flops_by_reg.png
Other sequential cells in the stronger grey, the rest of the logic in the fainter grey.
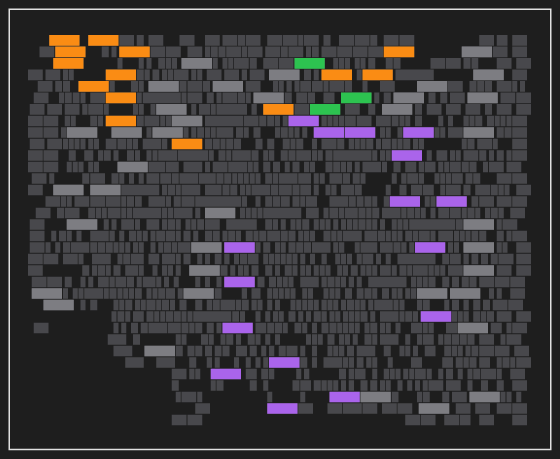
io_fan.png
Scale bar: 50 µm.
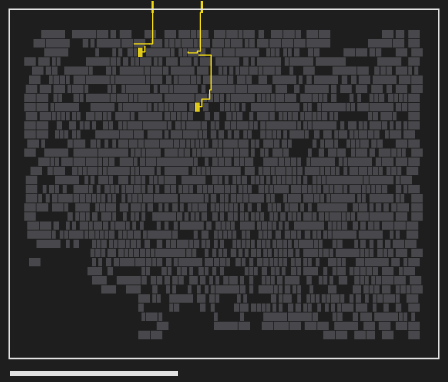
layer_met1.png
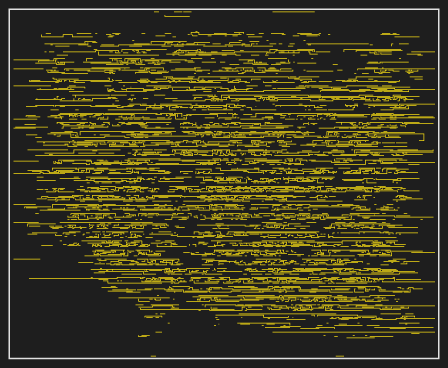
clk_routes.png
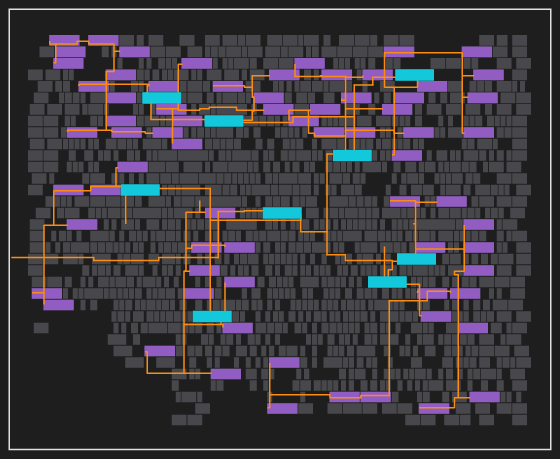
**config.mk**
```make
export PLATFORM = sky130hd
export DESIGN_NAME = lc3_execute_stage
export DESIGN_NICKNAME = d
export VERILOG_FILES = /design/src/rtl/lc3_pkg.sv /design/src/rtl/lc3_exec_alu.sv /design/src/rtl/lc3_execute_stage.sv
export SDC_FILE = /design/constraint.sdc
export NUM_CORES = 1
export LEC_CHECK = 0
export ABC_AREA = 1
export CORE_ASPECT_RATIO = 0.8
export CORE_MARGIN = 4
export CORE_UTILIZATION = 53
export DETAILED_ROUTE_END_ITERATION = 10
export GPL_ROUTABILITY_DRIVEN = 0
export PLACE_DENSITY = 0.95
export SLEW_MARGIN = 20
export SYNTH_ARGS = -nofsm -noshare
export SYNTH_HDL_FRONTEND = slang
export SYNTH_HIERARCHICAL = 1
export SYNTH_SLANG_ARGS = --single-unit
```
**constraint.sdc**
```tcl
create_clock -name clock -period 5.4 [get_ports clock]
set_input_delay 1.08 -clock clock [delete_from_list [all_inputs] [get_ports clock]]
set_output_delay 1.08 -clock clock [all_outputs]
set_load 0.02 [all_outputs]
```
**src/rtl/lc3_pkg.sv**
```systemverilog
// lc3_pkg: opcodes, control encodings and helpers shared by the LC-3 execute stage.
package lc3_pkg;
  localparam int DATA_W = 16;
  typedef enum logic [3:0] {
    OP_BR  = 4'h0, OP_ADD = 4'h1, OP_LD  = 4'h2, OP_ST  = 4'h3,
    OP_AND = 4'h5, OP_LDR = 4'h6, OP_STR = 4'h7, OP_NOT = 4'h9,
    OP_LDI = 4'hA, OP_STI = 4'hB, OP_JMP = 4'hC, OP_LEA = 4'hE
  } opcode_e;
  typedef enum logic [1:0] {ALU_ADD, ALU_AND, ALU_NOT, ALU_PASS} alu_ctl_e;
  typedef enum logic [1:0] {W_ALU, W_PC, W_MEM} w_ctl_e;
  localparam int E_ALU_LO = 4;
  localparam int E_PC1_LO = 2;
  localparam int E_PC2    = 1;
  localparam int E_OP2    = 0;
  typedef struct packed {
    logic [DATA_W-1:0] aluout;
    logic [DATA_W-1:0] pcout;
    logic [DATA_W-1:0] mdata;
    logic [2:0]        dr;
    logic [2:0]        nzp;
    logic [DATA_W-1:0] ir;
    logic [1:0]        wc;
    logic              mc;
  } exec_regs_t;
  function automatic logic [DATA_W-1:0] sext(input logic [DATA_W-1:0] v, input int w);
    return DATA_W'($signed(v << (DATA_W - w)) >>> (DATA_W - w));
  endfunction
endpackage

```
**src/rtl/lc3_exec_alu.sv**
```systemverilog
// lc3_exec_alu: combinational ALU and address adder of the execute stage.
module lc3_exec_alu
  import lc3_pkg::*;
(
  input  alu_ctl_e          alu_ctl,
  input  logic [1:0]        pcsel1,
  input  logic              pcsel2,
  input  logic              op2sel,
  input  logic [DATA_W-1:0] op1,
  input  logic [DATA_W-1:0] op2,
  input  logic [DATA_W-1:0] npc,
  input  logic [10:0]       imm,
  output logic [DATA_W-1:0] alu_res,
  output logic [DATA_W-1:0] addr
);
  logic [DATA_W-1:0] b, base, offs, immz;
  always_comb begin
    immz = DATA_W'(imm);
    b = op2sel ? op2 : sext(immz, 5);
    alu_res = alu_ctl == ALU_ADD ? op1 + b :
              alu_ctl == ALU_AND ? op1 & b :
              alu_ctl == ALU_NOT ? ~op1 : op1;
    base = pcsel2 ? npc : op1;
    offs = pcsel1 == 2'b00 ? sext(immz, 11) :
           pcsel1 == 2'b01 ? sext(immz, 9) :
           pcsel1 == 2'b10 ? sext(immz, 6) : '0;
    addr = base + offs;
  end
endmodule

```
**src/rtl/lc3_execute_stage.sv**
```systemverilog
// lc3_execute_stage: LC-3 execute stage with operand forwarding and a one-cycle
// pipeline register feeding memory access and writeback.
module lc3_execute_stage
  import lc3_pkg::*;
(
  input  logic              clock,
  input  logic              reset,
  input  logic              enable_execute,
  input  logic [5:0]        e_control,
  input  logic [1:0]        w_control_in,
  input  logic              mem_control_in,
  input  logic [DATA_W-1:0] IR,
  input  logic [DATA_W-1:0] npc_in,
  input  logic [DATA_W-1:0] VSR1,
  input  logic [DATA_W-1:0] VSR2,
  input  logic              bypass_alu_1,
  input  logic              bypass_alu_2,
  input  logic              bypass_mem_1,
  input  logic              bypass_mem_2,
  input  logic [DATA_W-1:0] mem_bypass_val,
  output logic [2:0]        sr1,
  output logic [2:0]        sr2,
  output logic [DATA_W-1:0] aluout,
  output logic [DATA_W-1:0] pcout,
  output logic [DATA_W-1:0] M_Data,
  output logic [2:0]        dr,
  output logic [2:0]        NZP,
  output logic [DATA_W-1:0] IR_Exec,
  output logic [1:0]        W_Control_out,
  output logic              Mem_Control_out
);
  exec_regs_t ex_d, ex_q;
  opcode_e op;
  logic [DATA_W-1:0] op1, op2, alu_res, addr;
  lc3_exec_alu u_alu (
    .alu_ctl (alu_ctl_e'(e_control[E_ALU_LO +: 2])),
    .pcsel1  (e_control[E_PC1_LO +: 2]),
    .pcsel2  (e_control[E_PC2]),
    .op2sel  (e_control[E_OP2]),
    .op1     (op1),
    .op2     (op2),
    .npc     (npc_in),
    .imm     (IR[10:0]),
    .alu_res (alu_res),
    .addr    (addr)
  );
  always_comb begin
    op = opcode_e'(IR[15:12]);
    sr1 = IR[8:6];
    sr2 = (op == OP_ST || op == OP_STR || op == OP_STI) ? IR[11:9] : IR[2:0];
    // forwarding reads the registered aluout, so no combinational loop exists
    op1 = bypass_alu_1 ? ex_q.aluout : bypass_mem_1 ? mem_bypass_val : VSR1;
    op2 = bypass_alu_2 ? ex_q.aluout : bypass_mem_2 ? mem_bypass_val : VSR2;
    ex_d.aluout = op == OP_LEA ? addr : alu_res;
    ex_d.pcout = addr;
    ex_d.mdata = op2;
    ex_d.dr = IR[11:9];
    ex_d.nzp = (op == OP_BR || op == OP_JMP) ? IR[11:9] : 3'b000;
    ex_d.ir = IR;
    ex_d.wc = w_control_in;
    ex_d.mc = mem_control_in;
  end
  always_ff @(posedge clock) begin
    if (!reset) ex_q <= '0;
    else if (enable_execute) ex_q <= ex_d;
  end
  assign aluout = ex_q.aluout;
  assign pcout = ex_q.pcout;
  assign M_Data = ex_q.mdata;
  assign dr = ex_q.dr;
  assign NZP = ex_q.nzp;
  assign IR_Exec = ex_q.ir;
  assign W_Control_out = ex_q.wc;
  assign Mem_Control_out = ex_q.mc;
endmodule

```
==> summary.txt <==
Physical implementation status

The slowest stage of the critical path belongs to the cell sky130_fd_sc_hd__clkdlybuf4s50_1. The synthesis report names the predominant flop master as sky130_fd_sc_hd__dfxtp_1. The maximum resistive drop on vdd stands at about 0.16 mV. Overall power consumption after layout is estimated at between 0.002 and 0.0025 W. Summed over all nets, wire length on met3 after detailed routing comes to 3290 µm. Per the final report, max-transition violations number 0.

Summed over all sequential cells, the power is just under 0.0006 W. The sequential fraction of design power stands at roughly 28%. Global route summary, busiest routing layer listed as met2. The register bit count reported by yosys stands at approximately 70.

The post-synthesis area per instance stands at ~6 µm². The final worst hold slack stands at 468 ps. The worst hold path cell count stands at 2. Summed over the clock group, the power is between 0.0006 and 0.0007 W. The via count of the routed design stands at 7488. The clock tree cell share of total cell area stands at 3.98%. The most common cell in the synthesized netlist is sky130_fd_sc_hd__nand2_1. The flow measured a signed area growth from synthesis to layout of 33.4%. Post-CTS repair ended up resizing 0 cells. The proportion of power drawn by the clock network stands at roughly 30%. The maximum level of the CTS H-tree stands at 3. The global routing met1 resource utilization stands at 45.4%. The layout contains a multi-input combinational cell count of around 770. The met1 wire length stands at 8990 µm. For reference, XOR and XNOR gates occupy under 10% of the area reported after synthesis. The sequential cell area in the final layout stands at about 1400 µm². Static timing analysis puts the maximum clock frequency at ~240 MHz. The tally of max-capacitance violations stands at 0. STA lists the startpoint of the worst register-to-register path as aluout[1].

The script computed a power per unit cell area of between 200 and 300 nW/µm². The routed design has ~22000 µm of wire. For this run the aggregate overflow at the end of global routing stands at 0. Per the cell usage report, the commonest logic cells after layout are sky130_fd_sc_hd__nand2_1, sky130_fd_sc_hd__clkdlybuf4s50_1, sky130_fd_sc_hd__inv_1. The slew at the pin closest to its max-slew limit stands at between 900 and 1000 ps.

The post-synthesis async set-or-reset flop share stands at 0%. Ranked by power, first place goes to combinational cells. The detailed route wirelength on metal2 stands at around 9000 µm. The number of enable-type register cells in the synthesized netlist stands at 0. Entering global routing, the biggest net connects ~55 pins. The buffering stage count on the worst path with inverters included stands at 5.

For the final routed database, the setup TNS stands at 0 ps. Among the non-sequential cells, simple AND/OR/NAND/NOR gates take the most area. By count the netlist is led by sky130_fd_sc_hd__nand2_1, sky130_fd_sc_hd__inv_1, sky130_fd_sc_hd__a21oi_1, sky130_fd_sc_hd__nor2_1, sky130_fd_sc_hd__nand3_1. Data on the critical path arrives at its endpoint at 4500 ps. For reference, the clock transition at the flip-flops on the worst setup and hold paths is around 60 ps. Per the OpenROAD floorplan log, the height of the die is a little over 100 µm. The number of sequential storage elements stands at approximately 70. On met3, the global router reports a usage of roughly 7.2%.

The fraction of cell area in sequential cells is reported as between 10% and 20%. The die is approximately 130 µm wide. STA classifies the critical path startpoint as a primary input. The worst hold path terminates at NZP[0]. The required time of the worst setup path stands at around 5700 ps. The largest fanout on the critical path stands at 9.

The chip area stands at about 13000 µm². The net count of the finished layout is 1307. For reference, the critical path cell chain is clkdlybuf4s50_1 -> inv_1 -> nand2_1 -> a22oi_1 -> inv_1 -> o21ai_0 -> inv_1 -> fa_1 -> nand3b_1 -> nand2_1 -> nand2_1 -> nand2_1 -> nand3_1 -> nand2_1 -> nand2_1 -> nand2_1 -> nand3_1 -> nand3_1 -> nand2_1 -> inv_1. The part of the power in combinational logic stands at a little over two fifths. The synthesized netlist net count stands at between 1000 and 1500. The number of clock buffers in the layout stands at 9. The shortest clock period the worst path allows after layout stands at about 4200 ps. The initialized floorplan defines 34 standard-cell rows. The met2 usage stands at between 40% and 50%. Across the routed clock network, the largest skew measured is around 3.3 ps. The cell-mix breakdown from Yosys lists the compound-gate area share as 19.0%. The number of antenna diodes in the final layout is 0. In this run the cell area of the synthesized design comes to 6080 µm². The final report lists a non-filler cell total of roughly 1300. Looking at the reg2reg group, the worst path ends at aluout[14]. The number of antenna violations at the first check in global routing stands at 0. The final timing report lists a hold violation count of 0.

Signal nets in the final route climb as high as met4. For this design, Yosys synthesis ends with a cell count of approximately 1000. The number of tap cells inserted stands at approximately 140. The script computed the net switching share of total power as a little under two fifths. Once placement completed, the tool counted placed cells totaling about 1300. The number of design rule violations left after detail routing stands at 0. Once the clock tree was built, the setup fixing pass inserted 0 buffers.

Measured on the final layout, buffering overhead outside the clock network stands at 22.3%. Fill cells in the final layout number roughly 870. Looking at the setup timing report, the critical path kind is in2reg. The share of the final layout cell area in multi-input gates stands at between 40 and 50%.

The most common logic cell in the final layout is sky130_fd_sc_hd__nand2_1. The worst register-to-register path depth is 18. The inverter count of the layout excluding clock inverters stands at between 100 and 150. The share of final-layout standard cells stronger than drive strength 1 stands at between 3 and 4%. The worst hold path begins at NZP[0]. Setup repair after global routing left no endpoint under its margin. The number of global-route vias before repair stands at about 6700. The final core utilization stands at about three quarters. Ranked by total cell area, the synthesized netlist is headed by sky130_fd_sc_hd__dfxtp_1, sky130_fd_sc_hd__nand2_1, sky130_fd_sc_hd__inv_1. STA classifies the critical path endpoint as a flop.

The starting density of the core stands at 55.1%. After layout, the buffer instance count without clock buffers stands at 183. The number of distinct library cell variants in the gate-level netlist after synthesis stands at approximately 43.

The minimum setup slack among reg-to-reg paths stands at roughly 2300 ps. For this design the static power due to leakage is 4.09 nW. The gate count of the mapped netlist stands at approximately 1000. The number of iterations in the first detailed-routing pass stands at 6.

The instance area after placement stands at slightly below 8000 µm². The per-cell routed wire length stands at around 16 µm. Warnings raised by the tools during the run amount to 26. The combinational cell area excluding buffers and inverters stands at 3860 µm². The number of warnings issued by yosys stands at 6. The largest total area in the synthesized netlist belongs to sky130_fd_sc_hd__dfxtp_1. The area share of the leading cell type in the synthesized netlist stands at between 20% and 30%.

The min-delay analysis places its worst path in the category reg2reg. Buffers inserted to repair hold after CTS numbered 0. The cell-mix breakdown from Yosys lists the adder-cell area share as 7.04%. For the worst-skew pair, the clock arrives at the later sink with an insertion delay of 350 ps. The post-route worst setup slack stands at 1200 ps. The synthesized chip area reported by yosys stands at 6080 µm². Among cell families on the critical path, the largest total delay comes from simple AND/OR/NAND/NOR gates.

Summed over all routing layers, the global router reports a total usage of 31.6%. The proportion of synthesized area in mux cells stands at less than 1%. The flow ran to the end, and the final reports show no timing, DRC or antenna violations. In this run the worst setup path begins at bypass_mem_1.

The tally of nets with antenna violations remaining after routing stands at 0. TritonCTS built the clock tree. Using the TritonRoute via totals, the vias-per-cell ratio works out to ~5.6. The number of buffers added by the clock tree synthesis step stands at 9. In this run the tightest slew margin relative to its limit is 36.8%.

In this run, the number of DRC markers left after iteration 0 of detailed routing was approximately 1100. The HPWL after detailed placement stands at about 16000 µm. The worst-case clock buffer depth stands at 2. The floorplan step defined a core boundary enclosing about 11000 µm². The number of buffers added on ports stands at between 150 and 200. The critical path crosses 20 cells after its start point.

Per the finish-stage timing summary, setup violations number 0. Among all stages on the critical path, the maximum delay recorded is ~550 ps.
## Picture notes: flops_by_reg.png
signal	colour	placed flops
`IR_Exec`	orange	14
`NZP`	green	3
`aluout`	purple	16
not coloured	37

## Picture notes: io_fan.png
port	colour	bits	direction	edge	end cells	buffers	wire
`w_control_in`	yellow	2	input	top	2	2	57.7 µm

## Picture notes: layer_met1.png
main direction	horizontal
nets with wire on the layer	1182
wire length on this layer	8990 µm

## Picture notes: clk_routes.png
[clock drivers] cyan | count: 9
[clock wires] orange | length: 1020 µm
[flip-flops] purple | count: 70
routed clock nets	10

Power and IR drop assume default switching activity.
